File: src/rtl/ysyx_25030085_wb_arbiter_if.sv
// Bus bundle for the write-back arbiter: decode issue, ALU/LSU write-back
// requests, drain handshake and the registered register-file write port.
interface ysyx_25030085_wb_arbiter_if;
  logic        issue_valid;
  logic [4:0]  issue_rs1;
  logic [4:0]  issue_rs2;
  logic [4:0]  issue_rd;
  logic        issue_is_load;
  logic        issue_stall;

  logic        alu_valid;
  logic [4:0]  alu_rd;
  logic [31:0] alu_data;
  logic        alu_ready;

  logic        lsu_valid;
  logic [4:0]  lsu_rd;
  logic [31:0] lsu_data;
  logic        lsu_ready;

  logic        drain_req;
  logic        drain_done;

  logic        rf_we;
  logic [4:0]  rf_waddr;
  logic [31:0] rf_wdata;

  modport master (
    output issue_valid, issue_rs1, issue_rs2, issue_rd, issue_is_load,
    output alu_valid, alu_rd, alu_data,
    output lsu_valid, lsu_rd, lsu_data,
    output drain_req,
    input  issue_stall, alu_ready, lsu_ready, drain_done,
    input  rf_we, rf_waddr, rf_wdata
  );

  modport slave (
    input  issue_valid, issue_rs1, issue_rs2, issue_rd, issue_is_load,
    input  alu_valid, alu_rd, alu_data,
    input  lsu_valid, lsu_rd, lsu_data,
    input  drain_req,
    output issue_stall, alu_ready, lsu_ready, drain_done,
    output rf_we, rf_waddr, rf_wdata
  );
endinterface

File: src/rtl/ysyx_25030085_wb_arbiter.sv
// Write-back arbiter: round-robin ALU/LSU grant onto one registered RF write
// port, pending-load scoreboard with issue stall, and a RUN/DRAIN/DONE quiesce
// FSM. Define WB_ARB_STATS_EN to add the stat_conflict/stat_stall counters.
module ysyx_25030085_wb_arbiter #(
  parameter int unsigned MAX_LOADS = 4,
  parameter int unsigned CNT_W     = 4
) (
  input  logic                          clk,
  input  logic                          rst,
  ysyx_25030085_wb_arbiter_if.slave     bus
`ifdef WB_ARB_STATS_EN
  ,
  output logic [31:0]                   stat_conflict,
  output logic [31:0]                   stat_stall
`endif
);

  typedef enum logic [1:0] {S_RUN, S_DRAIN, S_DONE} state_e;
  typedef enum logic       {SRC_ALU, SRC_LSU}        src_e;

  state_e             state_q, state_d;
  src_e               last_grant_q, last_grant_d;
  logic [31:0]        pending_q, pending_d;
  logic [CNT_W-1:0]   outstanding_q, outstanding_d;
  logic               rf_we_q, rf_we_d;
  logic [4:0]         rf_waddr_q, rf_waddr_d;
  logic [31:0]        rf_wdata_q, rf_wdata_d;
  logic               drain_done_q, drain_done_d;

  logic grant_alu, grant_lsu;
  logic at_cap, hazard, issue_stall, load_fire;

  // ALU wins a tie unless it won the previous grant.
  assign grant_alu = bus.alu_valid & (~bus.lsu_valid | (last_grant_q == SRC_LSU));
  assign grant_lsu = bus.lsu_valid & ~grant_alu;

  assign at_cap      = (outstanding_q == CNT_W'(MAX_LOADS));
  assign hazard      = pending_q[bus.issue_rs1] | pending_q[bus.issue_rs2] |
                       pending_q[bus.issue_rd];
  assign issue_stall = bus.issue_valid &
                       (hazard | (bus.issue_is_load & at_cap) | (state_q != S_RUN));
  assign load_fire   = bus.issue_valid & ~issue_stall & bus.issue_is_load;

  // NOTE: every always_comb output gets a default first so no path infers a latch.
  always_comb begin
    rf_we_d       = 1'b0;
    rf_waddr_d    = rf_waddr_q;
    rf_wdata_d    = rf_wdata_q;
    last_grant_d  = last_grant_q;
    pending_d     = pending_q;
    outstanding_d = outstanding_q;
    state_d       = state_q;

    if (grant_alu) begin
      rf_we_d      = (bus.alu_rd != 5'd0);
      rf_waddr_d   = bus.alu_rd;
      rf_wdata_d   = bus.alu_data;
      last_grant_d = SRC_ALU;
    end else if (grant_lsu) begin
      rf_we_d      = (bus.lsu_rd != 5'd0);
      rf_waddr_d   = bus.lsu_rd;
      rf_wdata_d   = bus.lsu_data;
      last_grant_d = SRC_LSU;
    end

    if (grant_lsu) pending_d[bus.lsu_rd] = 1'b0;
    if (load_fire && (bus.issue_rd != 5'd0)) pending_d[bus.issue_rd] = 1'b1;

    unique case ({load_fire, grant_lsu})
      2'b10:   outstanding_d = outstanding_q + CNT_W'(1);
      2'b01:   outstanding_d = (outstanding_q == '0) ? '0 : outstanding_q - CNT_W'(1);
      default: outstanding_d = outstanding_q;
    endcase

    unique case (state_q)
      S_RUN:   if (bus.drain_req) state_d = S_DRAIN;
      S_DRAIN: if ((outstanding_q == '0) && !bus.alu_valid) state_d = S_DONE;
      S_DONE:  if (!bus.drain_req) state_d = S_RUN;
      default: state_d = S_RUN;
    endcase

    drain_done_d = (state_d == S_DONE);
  end

  // NOTE: sequential state uses non-blocking assignments only, so all flops
  // sample the same pre-edge values regardless of statement order.
  always_ff @(posedge clk) begin
    if (!rst) begin
      state_q       <= S_RUN;
      last_grant_q  <= SRC_LSU;
      pending_q     <= '0;
      outstanding_q <= '0;
      rf_we_q       <= 1'b0;
      rf_waddr_q    <= 5'd0;
      rf_wdata_q    <= 32'd0;
      drain_done_q  <= 1'b0;
    end else begin
      state_q       <= state_d;
      last_grant_q  <= last_grant_d;
      pending_q     <= pending_d;
      outstanding_q <= outstanding_d;
      rf_we_q       <= rf_we_d;
      rf_waddr_q    <= rf_waddr_d;
      rf_wdata_q    <= rf_wdata_d;
      drain_done_q  <= drain_done_d;
    end
  end

  // A load return with nothing outstanding means the LSU was not reset with us.
  always_ff @(posedge clk) begin
    if (rst) begin
      underflow_a: assert (!(grant_lsu && !load_fire && (outstanding_q == '0)))
        else $error("wb_arbiter: LSU grant with no outstanding load");
    end
  end

  assign bus.issue_stall = issue_stall;
  assign bus.alu_ready   = grant_alu;
  assign bus.lsu_ready   = grant_lsu;
  assign bus.drain_done  = drain_done_q;
  assign bus.rf_we       = rf_we_q;
  assign bus.rf_waddr    = rf_waddr_q;
  assign bus.rf_wdata    = rf_wdata_q;

`ifdef WB_ARB_STATS_EN
  logic [31:0] stat_conflict_q, stat_stall_q;

  always_ff @(posedge clk) begin
    if (!rst) begin
      stat_conflict_q <= 32'd0;
      stat_stall_q    <= 32'd0;
    end else begin
      if (bus.alu_valid && bus.lsu_valid) stat_conflict_q <= stat_conflict_q + 32'd1;
      if (issue_stall)                    stat_stall_q    <= stat_stall_q + 32'd1;
    end
  end

  assign stat_conflict = stat_conflict_q;
  assign stat_stall    = stat_stall_q;
`endif

endmodule

File: src/flat_wrapper.sv
// flat-port wrapper written by rule: the top's interface ports become plain ports
module ysyx_25030085_wb_arbiter_flat 
#(
  parameter int unsigned MAX_LOADS = 4,
  parameter int unsigned CNT_W     = 4
)
  (clk, rst, bus_issue_valid, bus_issue_rs1, bus_issue_rs2, bus_issue_rd, bus_issue_is_load, bus_alu_valid, bus_alu_rd, bus_alu_data, bus_lsu_valid, bus_lsu_rd, bus_lsu_data, bus_drain_req, bus_issue_stall, bus_alu_ready, bus_lsu_ready, bus_drain_done, bus_rf_we, bus_rf_waddr, bus_rf_wdata);
  ysyx_25030085_wb_arbiter_if bus_i ();
  input  logic clk;
  input  logic rst;
  input wire logic [$bits(bus_i.issue_valid)-1:0] bus_issue_valid;
  input wire logic [$bits(bus_i.issue_rs1)-1:0] bus_issue_rs1;
  input wire logic [$bits(bus_i.issue_rs2)-1:0] bus_issue_rs2;
  input wire logic [$bits(bus_i.issue_rd)-1:0] bus_issue_rd;
  input wire logic [$bits(bus_i.issue_is_load)-1:0] bus_issue_is_load;
  input wire logic [$bits(bus_i.alu_valid)-1:0] bus_alu_valid;
  input wire logic [$bits(bus_i.alu_rd)-1:0] bus_alu_rd;
  input wire logic [$bits(bus_i.alu_data)-1:0] bus_alu_data;
  input wire logic [$bits(bus_i.lsu_valid)-1:0] bus_lsu_valid;
  input wire logic [$bits(bus_i.lsu_rd)-1:0] bus_lsu_rd;
  input wire logic [$bits(bus_i.lsu_data)-1:0] bus_lsu_data;
  input wire logic [$bits(bus_i.drain_req)-1:0] bus_drain_req;
  output wire logic [$bits(bus_i.issue_stall)-1:0] bus_issue_stall;
  output wire logic [$bits(bus_i.alu_ready)-1:0] bus_alu_ready;
  output wire logic [$bits(bus_i.lsu_ready)-1:0] bus_lsu_ready;
  output wire logic [$bits(bus_i.drain_done)-1:0] bus_drain_done;
  output wire logic [$bits(bus_i.rf_we)-1:0] bus_rf_we;
  output wire logic [$bits(bus_i.rf_waddr)-1:0] bus_rf_waddr;
  output wire logic [$bits(bus_i.rf_wdata)-1:0] bus_rf_wdata;
  assign bus_i.issue_valid = bus_issue_valid;
  assign bus_i.issue_rs1 = bus_issue_rs1;
  assign bus_i.issue_rs2 = bus_issue_rs2;
  assign bus_i.issue_rd = bus_issue_rd;
  assign bus_i.issue_is_load = bus_issue_is_load;
  assign bus_i.alu_valid = bus_alu_valid;
  assign bus_i.alu_rd = bus_alu_rd;
  assign bus_i.alu_data = bus_alu_data;
  assign bus_i.lsu_valid = bus_lsu_valid;
  assign bus_i.lsu_rd = bus_lsu_rd;
  assign bus_i.lsu_data = bus_lsu_data;
  assign bus_i.drain_req = bus_drain_req;
  assign bus_issue_stall = bus_i.issue_stall;
  assign bus_alu_ready = bus_i.alu_ready;
  assign bus_lsu_ready = bus_i.lsu_ready;
  assign bus_drain_done = bus_i.drain_done;
  assign bus_rf_we = bus_i.rf_we;
  assign bus_rf_waddr = bus_i.rf_waddr;
  assign bus_rf_wdata = bus_i.rf_wdata;
  ysyx_25030085_wb_arbiter #(.MAX_LOADS(MAX_LOADS), .CNT_W(CNT_W)) u_core (.clk(clk), .rst(rst), .bus(bus_i));
endmodule
File: config.mk
export PLATFORM = sky130hd
export DESIGN_NAME = ysyx_25030085_wb_arbiter_flat
export DESIGN_NICKNAME = d
export VERILOG_FILES = /design/src/rtl/ysyx_25030085_wb_arbiter_if.sv /design/src/rtl/ysyx_25030085_wb_arbiter.sv /design/src/flat_wrapper.sv
export SDC_FILE = /design/constraint.sdc
export NUM_CORES = 1
export LEC_CHECK = 0
export CAP_MARGIN = 30
export CORE_AREA = 2 2 100 83
export DETAILED_ROUTE_END_ITERATION = 8
export DIE_AREA = 0 0 102 85
export DONT_BUFFER_PORTS = 1
export PLACE_DENSITY = 0.75
export SYNTH_ARGS = -nofsm -noshare
export SYNTH_HDL_FRONTEND = slang
export SYNTH_SLANG_ARGS = --single-unit
File: constraint.sdc
create_clock -name clk -period 4.2 [get_ports clk]
set_clock_uncertainty 0.1 [all_clocks]
set_input_delay 0.63 -clock clk [delete_from_list [all_inputs] [get_ports clk]]
set_output_delay 0.63 -clock clk [all_outputs]
set_load 0.02 [all_outputs]
==> run summary, run 1 <==
Implementation numbers.

- The remaining global-route overflow is 0.
- The cell type with the largest total area after synthesis is sky130_fd_sc_hd__dfxtp_1.
- The worst slack after detailed placement is roughly 0.69 ns.
- Along the worst hold path, the cell count comes to 1.
- The total power is around 1.6 mW.
- After its last routability iteration, the placer logged a weighted congestion of ~0.9.
- The initial antenna violation count came to 0.
- The cell area after placement is between 4000 and 5000 sq um.
- The library cells used most frequently in the layout, excluding fill and tap cells, are 78 x sky130_fd_sc_hd__dfxtp_1, 63 x sky130_fd_sc_hd__nor2_1, 49 x sky130_fd_sc_hd__mux2i_1.
- The first global-routing pass estimated between 15,000 and 20,000 um of wire.
- The post-synth count of flops with an enable pin is 0.
- Summing every instance area after synthesis gives roughly 4500 sq um.
- The top cell type's share of synthesized area is 34.59%.
- Hold-check failures listed in the final report amount to 0.
- The number of warnings reported in the yosys synthesis log is 0.
- For reference, the final report shows the max-slew violation count at 0.
- The synthesized-area fraction occupied by adder cells is 0.8315%.
- The buffer depth of the longest clock path is 2.
- The mux cell area share after synthesis is around a fifth.
- The worst hold path class is input pin to flip-flop.
- The number of cell instances after yosys synthesis is 488.
- The share of layout cells above drive strength 1 is a little over a tenth.
- The run finished with clean final reports.
- Setup repair after global routing left no endpoint under its margin.
- Hold timing on the final database bottoms out at a slack of 0.2719 ns.
- For this design the top-level I/O count stands at approximately 140.
- The flip-flop and latch count after synthesis is approximately 80.
- The most common cell after layout, fill and taps aside is sky130_fd_sc_hd__dfxtp_1.
- The sequential share of power is a little over half.
- After detailed routing, the number of remaining DRC violations is 0.
- Fill cells in the final layout number 656.
- For reference, the post-synthesis area per instance comes to 9.251 sq um.
- The achievable frequency is 293.6 MHz.
- The area of all placed cells without fillers is between 4000 and 5000 sq um.
- Combinational logic burns ~13% of the power.
- The gate-level netlist out of Yosys references roughly 54 unique cell types.
- The finished layout holds between 500 and 600 standard cells, fillers aside.
- The number of sinks driven by the clock tree is approximately 80.
- 0 antenna diodes ended up in the layout.
- Looking at the clock tree report, the root buffer type is sky130_fd_sc_hd__clkbuf_8.
- For the final routed database, the setup TNS stands at 0 ns.
==> run 1: flip-flops by register name, indices dropped and copies added (netlist names) <==
name                   cells
u_core.bus.drain_done      1
u_core.bus.rf_waddr        5
u_core.bus.rf_wdata       32
u_core.bus.rf_we           1
u_core.last_grant_q        1
u_core.outstanding_q       4
u_core.pending_q          32
u_core.state_q             2
==> run 1: layout make-up <==
class | instances | area, sq um | share of cell area, %
clock buffers | 9 | 123.9 | 2.634
clock inverters | 7 | 81.33 | 1.729
inverters | 8 | 30.03 | 0.6385
multi-input cells | 363 | 2749 | 58.45
flip-flops and latches | 78 | 1562 | 33.20
well taps | 108 | 135.1 | 2.873
repair buffers | 3 | 22.52 | 0.4789
==> run 1: worst max-delay path, cell delays in order, from the launching register on <==
cell                        delay [ns]
sky130_fd_sc_hd__dfxtp_1          0.43
sky130_fd_sc_hd__mux2i_1          0.11
sky130_fd_sc_hd__a22o_1           0.24
sky130_fd_sc_hd__a2111oi_0        0.59
sky130_fd_sc_hd__nor3_2           0.11
sky130_fd_sc_hd__buf_4            0.22
sky130_fd_sc_hd__nand4_4          0.11
sky130_fd_sc_hd__buf_4            0.24
sky130_fd_sc_hd__and2_1           0.27
==> run 1: worst paths after layout <==
path | slack (ns) | from | end
worst max-delay path | 0.79 | u_core.pending_q[10] | bus_issue_stall
worst max register to register | 0.90 | u_core.pending_q[10] | u_core.outstanding_q[3]
worst min-delay path | 0.27 | rst | u_core.last_grant_q
worst min register to register | 0.38 | u_core.last_grant_q | u_core.last_grant_q
==> run 1: metal layers <==
layer	up-vias	GRT usage, %	routed length (um)	share of wire, %
li1	1825	-	-	-
met1	1864	38.42	5089	43
met2	213	42.64	5507	46
met3	20	8.155	1201	10
met4	0	8.000	162	1.4
met5	-	0	0	0
==> run_1/clock_map.png <==
Bar = 20 um.
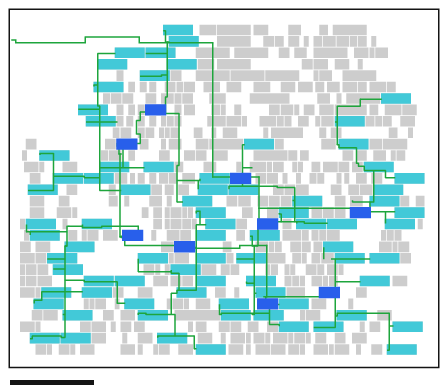
[flip-flops] cyan | count: 78
[clock wires] green | length: 841 um
[cells driving clock nets] blue | count: 9
flops lie	widely spread
clock network fraction of design power: 35.3%
Worst-Skew Late Latency: 0.35 ns
reported clock group power: 573 uW

==> run_1/pins.png <==
Pins as bars across the die edge, other pins in grey.
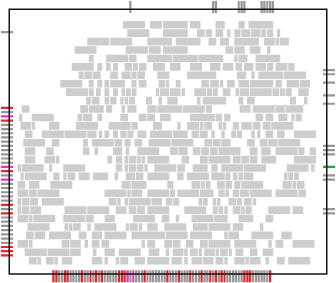
port	colour	pins	direction	edge
bus_lsu_ready	green	1	output	right
bus_alu_rd	magenta	5	input	3 left, 2 bottom
bus_alu_data	red	32	input	24 bottom, 8 left
all pins by edge	77 bottom, 37 left, 13 right, 11 top
Horiz. Die Dim: 102 um
port buffer count: 0
die extent in y: 85 um

==> run_1/registers.png <==
Other sequential cells in the stronger grey, the rest of the logic in the fainter grey.
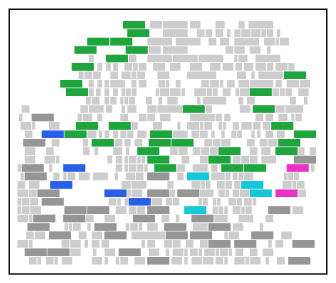
netlist name	colour	placed flops
u_core.state_q	magenta	2
u_core.bus.rf_waddr	blue	5
u_core.outstanding_q	cyan	4
u_core.pending_q	green	32
total sequential power: 845 uW
storage element area: 1562 sq um
fraction of standard cell area that is sequential: 33.20%

==> run_1/metal_stack.png <==
Bar = 20 um.
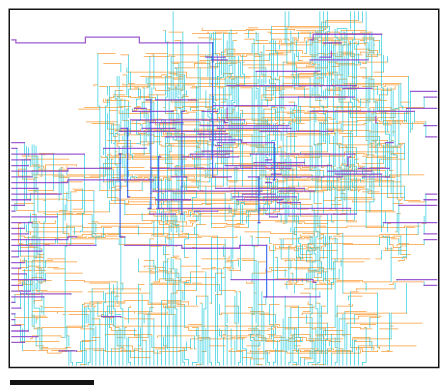
layer	colour	wire length
met1	orange	5,090 um
met3	purple	1,200 um
met4	blue	163 um
met2	cyan	5,510 um
Total GRT Usage: 27.86%
Via Count: 3,922
final WL: 11,960 um
wire per inst: 20.76 um

==> run 2, diff against run 1 <==
==> constraint.sdc (replaced) <==
create_clock -name clk -period 3.3 [get_ports clk]
set_clock_uncertainty 0.1 [all_clocks]
set_input_delay 0.495 -clock clk [delete_from_list [all_inputs] [get_ports clk]]
set_output_delay 0.495 -clock clk [all_outputs]
set_load 0.02 [all_outputs]
==> run_2/metal_stack.png <==
Bar = 20 um.
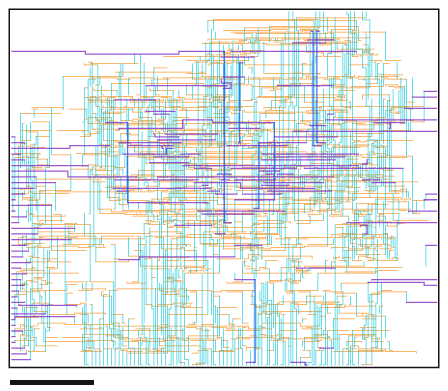
layer	colour	wire length
met4	blue	188 um
met3	purple	1,260 um
met2	cyan	5,660 um
met1	orange	5,230 um
Total GRT Usage: 29.23%
Via Count: 3,939
wire per inst: 21.34 um

==> run_2/final_clocks.png <==
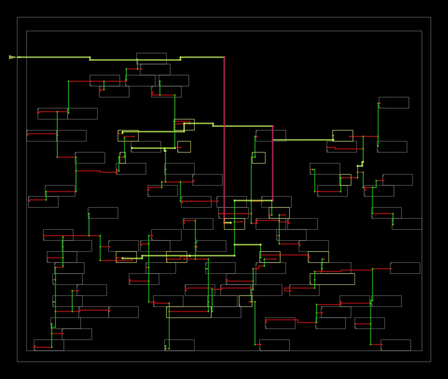
layout sequential cell count: 78
Inserted Clock Buffers: 9
reported clock group power: 802 uW

==> run_2/pins.png <==
Pins as bars across the die edge, other pins in grey.
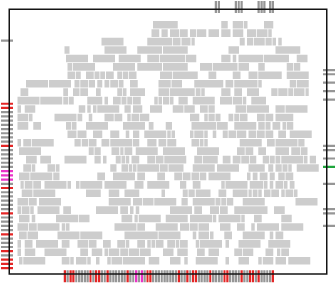

==> run summary, run 2 <==
Implementation numbers.

- The first global-routing pass estimated approximately 20,000 um of wire.
- The delay of the slowest cell on the worst path is between 0.4 and 0.5 ns.
- The cell type with the largest total area after synthesis is sky130_fd_sc_hd__dfxtp_1.
- Power attributed to sequential cells is 1.08 mW.
- Per the layout report, the design carries 10 clock buffers.
- Setup slack on the worst path after placement came out at about 0.24 ns.
- Per the layout report, the design carries about 660 filler cells.
- The worst path buffer plus inverter count is 2.
- As reported, the later end of the worst-skew pair has a clock insertion delay of 0.35 ns.
- The number of max-slew violations in the final report is 0.
- Per the timing report, the achievable frequency comes out to around 330 MHz.
- The root buffer cell is sky130_fd_sc_hd__clkbuf_8.
- The most common logic cell in the final layout is sky130_fd_sc_hd__dfxtp_1.
- In the post-route report, total wirelength is listed as approximately 12,000 um.
- The share of layout cells above drive strength 1 is a little under an eighth.
- The run finished with clean final reports.
- The average instance in the mapped netlist occupies roughly 9 sq um.
- The cell area after technology mapping is roughly 4500 sq um.
- The post-synth tally of flip-flops with integrated enable is 0.
- Once layout is complete, the cells apart from fillers number between 500 and 600.
- The flip-flop and latch count after synthesis is ~78.
- The clock passes through at most 2 buffers.
run 2: cell count changes in the layout (fill, tap and decap cells not counted), sizes merged:
| cell | change |
|---|---|
| buf | +2 |
| bufinv | +1 |
| clkinv | -2 |
| inv | -1 |
| clkbuf | +1 |
| clkinvlp | +1 |
run 2: path summary, 6_finish.rpt:
| kind | start | slack (ns) | cells after the start | endpoint |
|---|---|---|---|---|
| worst max-delay path | u_core.outstanding_q[0] | 0.26 | 9 | bus_issue_stall |
| worst min-delay path | rst | 0.14 | 1 | u_core.last_grant_q |
| worst max register to register | u_core.pending_q[7] | 0.33 | 12 | u_core.outstanding_q[3] |
| worst min register to register | u_core.last_grant_q | 0.38 | 2 | u_core.last_grant_q |
run 2: per-layer routing:
layer / track usage (%) / routed length, um / part of all wire [%] / vias to the layer above
li1: - / - / - / 1842
met1: 41.19 / 5233 / 42 / 1850
met2: 43.36 / 5656 / 46 / 228
met3: 9.473 / 1256 / 10 / 19
met4: 7.758 / 187 / 1.5 / 0
met5: 0 / 0 / 0 / -
run 2: logic make-up (layout without fill, tap and decap cells):
logic type / count (synthesis) / count (layout) / share of synthesized area, %
and+or+nand+nor: 155 / 155 / 17.82
AOI/OAI and AO/OA: 134 / 134 / 22.34
DFF: 78 / 78 / 34.59
muxes: 71 / 71 / 19.84
buffers and inverters: 47 / 29 / 4.573
adders and majority gates: 3 / 3 / 0.8316
run 2: worst reg2reg max path, delay by kind of cell (launching register included):
family / cells / cell delay, ns
muxes: 1 / 0.13
AOI/OAI and AO/OA: 3 / 0.58
adders and majority gates: 1 / 0.21
buffers and inverters: 1 / 0.08
and+or+nand+nor: 6 / 1.23
DFF: 1 / 0.48
==> run 3, diff against run 2 <==
--- a/config.mk
+++ b/config.mk
@@ -7,10 +7,12 @@
 export LEC_CHECK = 0
 export CAP_MARGIN = 30
 export CORE_AREA = 2 2 100 83
+export CTS_CLUSTER_SIZE = 40
 export DETAILED_ROUTE_END_ITERATION = 8
 export DIE_AREA = 0 0 102 85
 export DONT_BUFFER_PORTS = 1
 export PLACE_DENSITY = 0.75
+export SKIP_LAST_GASP = 1
 export SYNTH_ARGS = -nofsm -noshare
 export SYNTH_HDL_FRONTEND = slang
 export SYNTH_SLANG_ARGS = --single-unit
==> run_3/pins.png <==
Pins as bars across the die edge, other pins in grey.
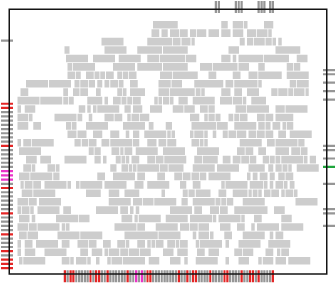
port	colour	pins	direction	edge
bus_lsu_ready	green	1	output	right
bus_alu_data	red	32	input	22 bottom, 10 left
bus_alu_rd	magenta	5	input	3 left, 2 bottom

==> run_3/metal_stack.png <==
Bar = 20 um.
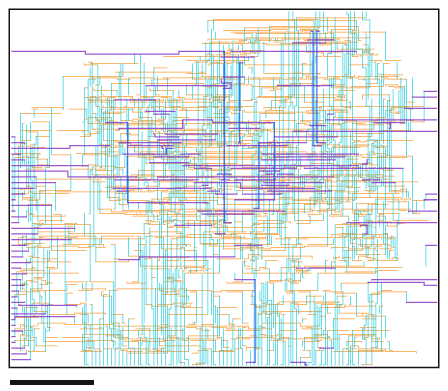
layer	colour	wire length
met3	purple	1,260 um
met4	blue	188 um
met1	orange	5,230 um
met2	cyan	5,660 um
final WL: 12,330 um

==> run_3/clock_map.png <==
Bar = 20 um.
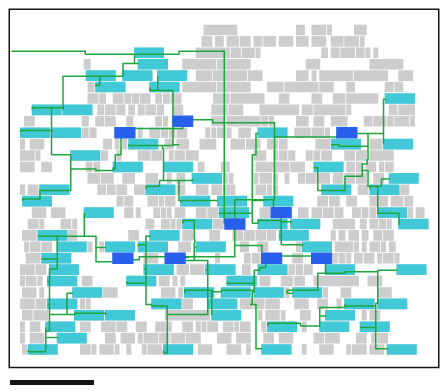
[cells driving clock nets] blue | count: 9
[clock wires] green | length: 936 um
[flip-flops] cyan | count: 78
flops lie	widely spread
routed clock nets	10
clock network fraction of design power: 37.4%

==> run summary, run 3 <==
Implementation numbers.

- The number of warnings reported in the yosys synthesis log is 0.
- The number of cells on the worst reg-to-reg path is 12.
- The most common cell after layout, fill and taps aside is sky130_fd_sc_hd__dfxtp_1.
- The floorplan step set the die height to about 85 um.
- The launch point of the critical path is u_core.outstanding_q[0].
- The remaining global-route overflow is 0.
- The cell with the biggest individual delay on the critical path is sky130_fd_sc_hd__dfxtp_1.
- The number of top-level pins is roughly 140.
- Following the worst setup path forward leads to its endpoint at bus_issue_stall.
- The largest total area in the synthesized netlist belongs to sky130_fd_sc_hd__dfxtp_1.
- The average wire per cell in the routed design is ~21 um.
- The share of layout cells above drive strength 1 is between 10% and 20%.
- The worst setup slack for register-to-register paths is about 0.33 ns.
- The DRC violations left is 0.
- Per STA, the worst path accumulates the most delay in the family simple AND/OR/NAND/NOR gates.
- Counting flops with a built-in enable in the synthesized netlist gives 0.
- Yosys stat counts roughly 490 cells in the synthesized netlist.
- In this run, post-CTS repair resized a total of 0 instances.
- Max-slew check failures listed in the final report amount to 0.
- The cell sequence reported for the critical path is inv_1 -> ha_1 -> nand4b_1 -> o311a_1 -> o221ai_1 -> nor4_4 -> nand4_4 -> buf_4 -> and2_1.
- Per the cell usage report, the commonest logic cells after layout are 78 x sky130_fd_sc_hd__dfxtp_1, 63 x sky130_fd_sc_hd__nor2_1, 49 x sky130_fd_sc_hd__mux2i_1.
- The peak fanout along the critical path is 18.
- The post-synthesis area per instance is ~9.3 sq um.
- The stage logs contain a warning count of 28.
- The initial antenna violation count is 0.
- The reg-to-reg startpoint is u_core.pending_q[7].
- The total routing resource utilization after global routing is between 20 and 30%.
- Per the post-run analysis, buffers plus inverters along the critical path come to 2.
- Per the post-place timing report, worst setup slack is 0.2443 ns.
- The flip-flop and latch count after synthesis is about 78.
- The cell sitting at the root of the clock tree is a sky130_fd_sc_hd__clkbuf_8.
- The cell area after technology mapping is around 4500 sq um.
- Setup repair after global routing left no endpoint under its margin.
- According to the floorplan report, the die width is around 100 um.
- The first global-routing pass estimated between 15,000 and 20,000 um of wire.
- The skew report gives the latency at the later pin of the worst-skew pair as roughly 0.35 ns.
- The number of sinks driven by the clock tree is ~80.
- The startpoint-to-endpoint class of the critical path is flip-flop to output port.
- Clock tree synthesis inserted a total of 9 buffers.
- In this design, the stage delay of the slowest critical-path cell is 0.42 ns.
- The count of input and output buffers is 0.
- The top cell type's share of synthesized area is between 30% and 40%.
- Counting buffers and inverters, the worst setup path is 9 cells deep.
- The final hold violation count is 0.
- The final route contains roughly 3,900 vias.
- In the hold timing report, the worst path depth is 1.
- The capture instance of the worst register-to-register path is u_core.outstanding_q[3].
- The run finished with clean final reports.
- The final antenna diode tally reported by the flow is 0.
- In this run, distinct cell masters in the synthesized netlist total 54.
==> run 3: cell counts in the layout (fill, tap and decap cells not counted) <==
Identical to the previous run, type by type.
==> run 3: final cells by class <==
class,count,area [sq um]
repair buffers,5,37.54
fillers,655,2955
well taps,108,135.1
clock buffers,10,127.6
clock inverters,6,93.84
multi-input cells,363,2751
inverters,8,30.03
flip-flops and latches,78,1562
==> run 3: kinds of logic after synthesis <==
kind of cell,after synthesis,share of synthesized area (%)
AND-OR/OR-AND,134,22.34
buffers and inverters,47,4.573
AND/OR/NAND/NOR,155,17.82
flip-flops,78,34.59
adder cells (fa/ha/maj),3,0.8316
multiplexers,71,19.84
==> run 3: worst min path at each step <==
stage | from | to | slack (ns)
after floorplan | u_core.pending_q[0] | u_core.pending_q[0] | 0.33
after global placement | u_core.last_grant_q | u_core.last_grant_q | 0.35
after detailed placement | u_core.last_grant_q | u_core.last_grant_q | 0.37
after CTS | rst | u_core.last_grant_q | 0.13
after global routing | rst | u_core.last_grant_q | 0.13
final | rst | u_core.last_grant_q | 0.14
==> run 3: metrics by stage <==
stage | hold slack (ns) | cell area [sq um] | instances | power [mW] | setup TNS, ns
after detailed placement | 0.3671 | 4516 | 562 | 1.357 | 0
after global routing | 0.1342 | 4737 | 578 | 2.235 | 0
after global placement | 0.3507 | 4516 | 562 | 1.349 | 0
after CTS | 0.1274 | 4737 | 578 | 2.149 | 0
final | 0.1389 | 4737 | 578 | 2.142 | 0
after floorplan | 0.3299 | 4536 | 488 | 1.347 | -0.003195
==> run 3: report_power, final <==
part	internal (mW)	switching [mW]	total, mW
sequential	0.989	0.0863	1.08
clock	0.433	0.369	0.802
combinational	0.113	0.152	0.265
==> run 3: metal layers <==
layer	GRT usage, %	routed length, um
met5	0	0
met4	7.758	187
met3	9.473	1256
met2	43.36	5656
met1	41.19	5233
Power and IR drop assume default switching activity.
